## src/rtl/occupancy_pkg.sv

```systemverilog
// Shared widths, converter state encoding and the shift-add-3 step used by the
// occupancy counter and its sequential binary-to-BCD converter.
package occupancy_pkg;

  localparam int COUNT_W    = 14;
  localparam int BCD_W      = 16;
  localparam int BCD_DIGITS = 4;

  typedef enum logic [1:0] {
    IDLE,
    LOAD,
    SHIFT,
    DONE
  } conv_state_e;

  // One double-dabble iteration: bump every digit >= 5 by 3, then shift in the next binary bit.
  function automatic logic [BCD_W-1:0] bcd_step(input logic [BCD_W-1:0] bcd,
                                                 input logic             bit_in);
    logic [BCD_W-1:0] adj;
    adj = bcd;
    for (int i = 0; i < BCD_DIGITS; i++) begin
      if (adj[i*4 +: 4] >= 4'd5) adj[i*4 +: 4] = adj[i*4 +: 4] + 4'd3;
    end
    return {adj[BCD_W-2:0], bit_in};
  endfunction

endpackage

```

## src/rtl/bin2bcd_seq.sv

```systemverilog
// Sequential 14-bit binary to 4-digit BCD converter: LOAD, 14 SHIFT cycles, DONE.
// bcd_o changes only in DONE, so partial digits are never visible.
module bin2bcd_seq
  import occupancy_pkg::*;
(
  input  logic               clk,
  input  logic               rst_n,
  input  logic               start_i,
  input  logic [COUNT_W-1:0] bin_i,
  output logic               busy_o,
  output logic               done_o,
  output logic [BCD_W-1:0]   bcd_o
);

  localparam int ITER_W = $clog2(COUNT_W);

  conv_state_e        state_q;
  logic [COUNT_W-1:0] bin_q;
  logic [BCD_W-1:0]   work_q;
  logic [BCD_W-1:0]   bcd_q;
  logic [ITER_W-1:0]  iter_q;
  logic               done_q;
  logic [BCD_W-1:0]   step_d;

  assign step_d = bcd_step(work_q, bin_q[COUNT_W-1]);

  always_ff @(posedge clk or negedge rst_n) begin
    if (!rst_n) begin
      state_q <= IDLE;
      bin_q   <= '0;
      work_q  <= '0;
      bcd_q   <= '0;
      iter_q  <= '0;
      done_q  <= 1'b0;
    end else begin
      done_q <= 1'b0;
      case (state_q)
        IDLE: if (start_i) state_q <= LOAD;
        LOAD: begin
          bin_q   <= bin_i;
          work_q  <= '0;
          iter_q  <= '0;
          state_q <= SHIFT;
        end
        SHIFT: begin
          work_q <= step_d;
          bin_q  <= bin_q << 1;
          iter_q <= iter_q + 1'b1;
          if (iter_q == ITER_W'(COUNT_W - 1)) begin
            bcd_q   <= step_d;
            done_q  <= 1'b1;
            state_q <= DONE;
          end
        end
        DONE:    state_q <= start_i ? LOAD : IDLE;
        default: state_q <= IDLE;
      endcase
    end
  end

  assign busy_o = (state_q != IDLE);
  assign done_o = done_q;
  assign bcd_o  = bcd_q;

endmodule

```

## src/rtl/occupancy_bcd_counter.sv

```systemverilog
// Room occupancy counter: synchronised entry/exit sensors drive a saturating
// binary count, mirrored to BCD for a 4-digit display.
module occupancy_bcd_counter
  import occupancy_pkg::*;
#(
  parameter int MAX_OCC = 9999
) (
  input  logic               clk,
  input  logic               reset,
  input  logic               sensor_entry,
  input  logic               sensor_exit,
  output logic [COUNT_W-1:0] count_bin,
  output logic [BCD_W-1:0]   bcd_out,
  output logic               bcd_valid,
  output logic               full,
  output logic               empty
);

  localparam logic [COUNT_W-1:0] MAX_CNT = COUNT_W'(MAX_OCC);

  logic [1:0]         entry_sync_q, exit_sync_q;
  logic               entry_prev_q, exit_prev_q;
  logic               entry_p_q, exit_p_q;
  logic [COUNT_W-1:0] count_q, count_d;
  logic               full_q, empty_q;
  logic               change_q, pending_q;
  logic               conv_busy, conv_done;

  // NOTE: always_comb starts from a default so every path assigns count_d and no latch is inferred.
  always_comb begin
    count_d = count_q;
    case ({entry_p_q, exit_p_q})
      2'b10:   if (count_q < MAX_CNT) count_d = count_q + 1'b1;
      2'b01:   if (count_q != '0) count_d = count_q - 1'b1;
      default: count_d = count_q;
    endcase
  end

  // NOTE: sequential state uses non-blocking assignments so every flop samples pre-edge values.
  always_ff @(posedge clk or negedge reset) begin
    if (!reset) begin
      entry_sync_q <= '0;
      exit_sync_q  <= '0;
      entry_prev_q <= 1'b0;
      exit_prev_q  <= 1'b0;
      entry_p_q    <= 1'b0;
      exit_p_q     <= 1'b0;
      count_q      <= '0;
      full_q       <= 1'b0;
      empty_q      <= 1'b1;
      change_q     <= 1'b0;
      pending_q    <= 1'b0;
    end else begin
      entry_sync_q <= {entry_sync_q[0], sensor_entry};
      exit_sync_q  <= {exit_sync_q[0], sensor_exit};
      entry_prev_q <= entry_sync_q[1];
      exit_prev_q  <= exit_sync_q[1];
      entry_p_q    <= entry_sync_q[1] & ~entry_prev_q;
      exit_p_q     <= exit_sync_q[1] & ~exit_prev_q;
      count_q      <= count_d;
      full_q       <= (count_d == MAX_CNT);
      empty_q      <= (count_d == '0);
      change_q     <= (count_d != count_q);
      // A change during an in-flight conversion is remembered and replayed from DONE.
      if (conv_done)                   pending_q <= 1'b0;
      else if (change_q && conv_busy)  pending_q <= 1'b1;
    end
  end

  bin2bcd_seq u_bin2bcd (
    .clk     (clk),
    .rst_n   (reset),
    .start_i (change_q | pending_q),
    .bin_i   (count_q),
    .busy_o  (conv_busy),
    .done_o  (conv_done),
    .bcd_o   (bcd_out)
  );

  assign count_bin = count_q;
  assign bcd_valid = conv_done;
  assign full      = full_q;
  assign empty     = empty_q;

endmodule

```

## config.mk

```make
export PLATFORM = sky130hd
export DESIGN_NAME = occupancy_bcd_counter
export DESIGN_NICKNAME = d
export VERILOG_FILES = /design/src/rtl/occupancy_pkg.sv /design/src/rtl/bin2bcd_seq.sv /design/src/rtl/occupancy_bcd_counter.sv
export SDC_FILE = /design/constraint.sdc
export NUM_CORES = 1
export LEC_CHECK = 0
export ABC_AREA = 1
export CORE_ASPECT_RATIO = 0.7
export CORE_MARGIN = 2
export CORE_UTILIZATION = 59
export DETAILED_ROUTE_END_ITERATION = 6
export PLACE_DENSITY = 0.88
export SLEW_MARGIN = 20
export SYNTH_ARGS = -nofsm -noshare
export SYNTH_HDL_FRONTEND = slang
export SYNTH_SLANG_ARGS = --single-unit
```

## constraint.sdc

```tcl
create_clock -name clk -period 3.07 [get_ports clk]
set_clock_uncertainty 0.15 [all_clocks]
set_input_delay 0.614 -clock clk [delete_from_list [all_inputs] [get_ports clk]]
set_output_delay 0.614 -clock clk [all_outputs]
set_load 0.005 [all_outputs]
```

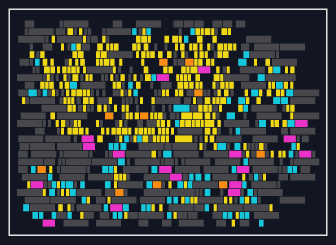
**Above:** gate families picked out.
| family | color | cells | most used |
|---|---|---|---|
| adder and majority cells | magenta | 17 | ha_1 |
| NAND gates | yellow | 289 | nand2_1 |
| inverting AOI/OAI gates | cyan | 91 | o21ai_0 |
| XOR/XNOR gates | orange | 10 | xor2_1 |
Comb area share: 43.6%
Final Non-Filler Cells: 794
most common library cell in the layout ignoring fill and taps: sky130_fd_sc_hd__nand2_1

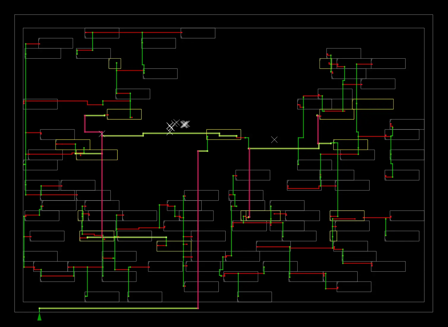
**Above:** clock nets.
number of buffers inserted during clock tree synthesis: 9
clock latency at the later pin of the worst-skew pair: 0.34 ns

==> run notes <==
The run gives 0 as the count of max-cap constraint violations. The floorplan report lists the tap cell count as 101. Per the slew report, the remaining headroom to the max-slew limit stands at 48.5%. Setup violations remaining at the end of the flow were counted as 0. The run gives 1980 um2 as the sequential cell area. The worst reg2reg path startpoint is count_bin[1].

The tools report the sort of element at the start of the critical path as a register. The final layout net count is 709. Registers represent a cell area share of 35.5%. Recorded from the global router log, the overflow total was 0. The critical path in this run is classified as reg2reg. Ranked by total area, the top cell class in this layout is combinational gates. The registers of the reported paths see a clock transition of 0.06 ns.

The post-placement cell area is 5250 um2. For the count of routing violations after the opening detailed-route iteration, the log shows 578. The startpoint of the worst setup timing path was count_bin[1]. The most repeated cell in the gate-level netlist after synthesis was sky130_fd_sc_hd__nand2_1.

The standard cell with the maximum stage delay on the critical path is sky130_fd_sc_hd__dfrtp_1. The buffers plus inverters on the worst setup path works out to 1. The most prevalent standard cell on the critical path is sky130_fd_sc_hd__nand2_1.

In the final layout, clock buffers and inverters account for 5.66% of the cell area. Per the timing report, the most critical flop-to-flop path finishes at change_q. The area growth from synthesis to final layout was 15.1%; the data arrival time of the critical path was 2.93 ns.

The main flop type was sky130_fd_sc_hd__dfrtp_1. The area share of buffers outside the clock network was 7.71%; the mean post-synth cell area was 7.32 um2. TritonCTS built the clock tree. The initial utilization of the core area, before any placement, comes to 61.2%. In this run, placement finished with an instance count of 778. For reference, the placement row count at floorplan is 27. Using the TritonRoute via totals, the vias-per-cell ratio works out to 6.01. The run gives 79.8 um for the y dimension of the die. With the post-cts hold buffer count at 0, the standard cell core area is 7910 um2.

The area occupied by multi-input gates is 2420 um2, and the share of layout cells above drive strength 1 is 6.49%. The CTS log lists the clock sinks for this run as 79. The layout contains a multi-input combinational cell count of 475. Counting the fill cells in the layout gives 645. The gate-level netlist out of Yosys references 38 unique cell types. With the area share of the largest cell type after synthesis at 40.3%, the routed wire length per instance is 16.7 um. The final weighted congestion of routability-driven global placement was 1.08. The first global-routing pass estimated 21,300 um of wire.

The run gives 40.9% as the sequential element share of the synthesized area. After synthesis, the chip area reported by Yosys is 4840 um2. Dividing total power by cell area gives a power density of 756 nW/um2. The tally of clock buffers in the finished layout was 11; the first-pass iteration count of the detailed router was 7. Buffers added to address setup during post-CTS repair amount to 0.

The synthesized instance count is 661, and the area of the mapped netlist is 4840 um2. The detailed-route DRC error count came out at 20. For the total length of routed wires, the log shows 13,200 um. For reference, the final report shows the hold violation count at 0. The worst-case reg-to-reg setup slack stands at 0.22 ns.

Static timing analysis puts the maximum clock frequency at 350 MHz. For this run, the share of the core covered by cells in the final layout is 70.4%. Yosys printed 0 warnings.

The tools report the number of antenna violations at the first check in global routing as 0. Setup repair after global routing left no endpoint under its margin. The chip occupies 8950 um2.

Logic depth along the worst register-to-register path is recorded as 13. OpenROAD reports that the post-layout worst path occupies 92.9% of the period. The run gives 0.809 mV as the peak ir drop on the vdd network. In this run, synthesis inferred 0 flip-flops with an integrated enable. The tree is rooted in a sky130_fd_sc_hd__clkbuf_16.

The tools report the data required time at the worst endpoint as 3.14 ns. The run finished, with violations left. Traced cell by cell, the critical path runs through inv_1, ha_1, nand2_1, nor2_4, nand2_2, nand4_1, nand2_1, nand3_1, nand2_1, nor2_1, nand2_1, nor2_1, nand2_1. The critical path endpoint was change_q.

The timing report lists the critical path depth as 13 cells. The tools report the number of routed nets with antenna violations as 0. The logs give 0 for the number of diodes and 661 for the number of cells in the yosys synthesis report.

In this run the tool buffered the top-level ports with 36 buffer cells. The async set or reset register ratio after synthesis is 100%, and the number of levels in the clock H-tree is 3. The path class of the lowest-slack min-delay path is in2async. The overall die width was 112 um; the max-slew violation count was 0. The final reports fail on design-rule violations. For reference, the top cells by count after synthesis are 173 x sky130_fd_sc_hd__nand2_1, 83 x sky130_fd_sc_hd__nand3_1, 78 x sky130_fd_sc_hd__dfrtp_1. Per the cell usage report, the commonest logic cells after layout are 173 x sky130_fd_sc_hd__nand2_1, 83 x sky130_fd_sc_hd__nand3_1, 78 x sky130_fd_sc_hd__dfrtp_1.

The run gives 30.4% as the global router's overall resource usage. After legalization and detailed placement, the total HPWL measured 9210 um. Counting every net in the synthesized netlist gives 682. For the pin with the worst max-slew slack, the measured transition is 0.771 ns. With the post-route cell area at 5570 um2, the leakage dissipation is 2.60 nW.
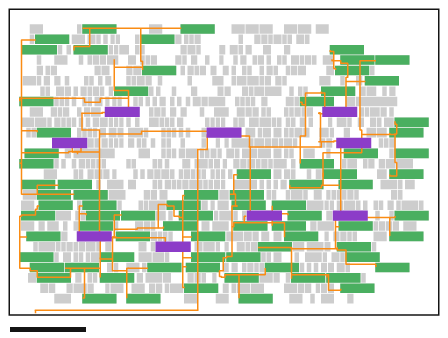
**Above:** clock distribution.
The bar under the picture is 20 um long.
[cells driving clock nets] purple | count: 9
[clock wires] orange | length: 1,010 um
[flip-flops] green | count: 79
routed clock nets: 10
flops lie: widely spread

-- flip-flops by register name (all words and copies together) (netlist names), 2 cells and up --
register,count
count_bin,14
entry_sync_q,2
exit_sync_q,2
u_bin2bcd.bcd_o,16
u_bin2bcd.bin_q,14
u_bin2bcd.iter_q,4
u_bin2bcd.state_q,2
u_bin2bcd.work_q,16
-- worst min-delay path by stage --
stage / endpoint / slack [ns]
after floorplan: change_q / 0.17
after global placement: entry_sync_q[1] / 0.18
final: u_bin2bcd.work_q[11] / 0.15
after detailed placement: entry_sync_q[1] / 0.19
after global routing: exit_sync_q[1] / 0.21
after CTS: entry_sync_q[1] / 0.20
-- layer usage --
layer	global-route usage, %	vias up	share of wire, %
li1	-	2235	-
met1	42.9	2232	44
met2	44.5	252	43
met3	9.64	55	9.5
met4	10.9	0	2.9
met5	0	-	0
-- power by group --
| part | leakage [nW] | internal (mW) | switching (mW) | total [mW] |
|---|---|---|---|---|
| sequential | 1.02 | 1.22 | 0.207 | 1.43 |
| combinational | 1.43 | 0.520 | 1.12 | 1.64 |
| clock | 0.154 | 0.714 | 0.423 | 1.14 |
-- kinds of logic (layout without fill, tap and decap cells) --
logic type,count (synthesis),count (layout),share of synthesized area [%]
adder cells (fa/ha/maj),17,17,4.40
flip-flops,79,79,40.9
XOR/XNOR,10,10,1.81
AND-OR/OR-AND,91,91,11.2
buffers and inverters,107,139,9.05
AND/OR/NAND/NOR,357,357,32.7
-- through the flow --
| stage | hold WS [ns] | power (mW) | setup slack, ns |
|---|---|---|---|
| final | 0.151 | 4.21 | 0.217 |
| after global routing | 0.206 | 4.44 | 0.0348 |
| after CTS | 0.203 | 4.16 | 0.304 |
| after detailed placement | 0.189 | 3.01 | 0.346 |
| after global placement | 0.183 | 2.95 | 0.434 |
| after floorplan | 0.168 | 2.53 | 0.782 |
Power and IR drop assume default switching activity.
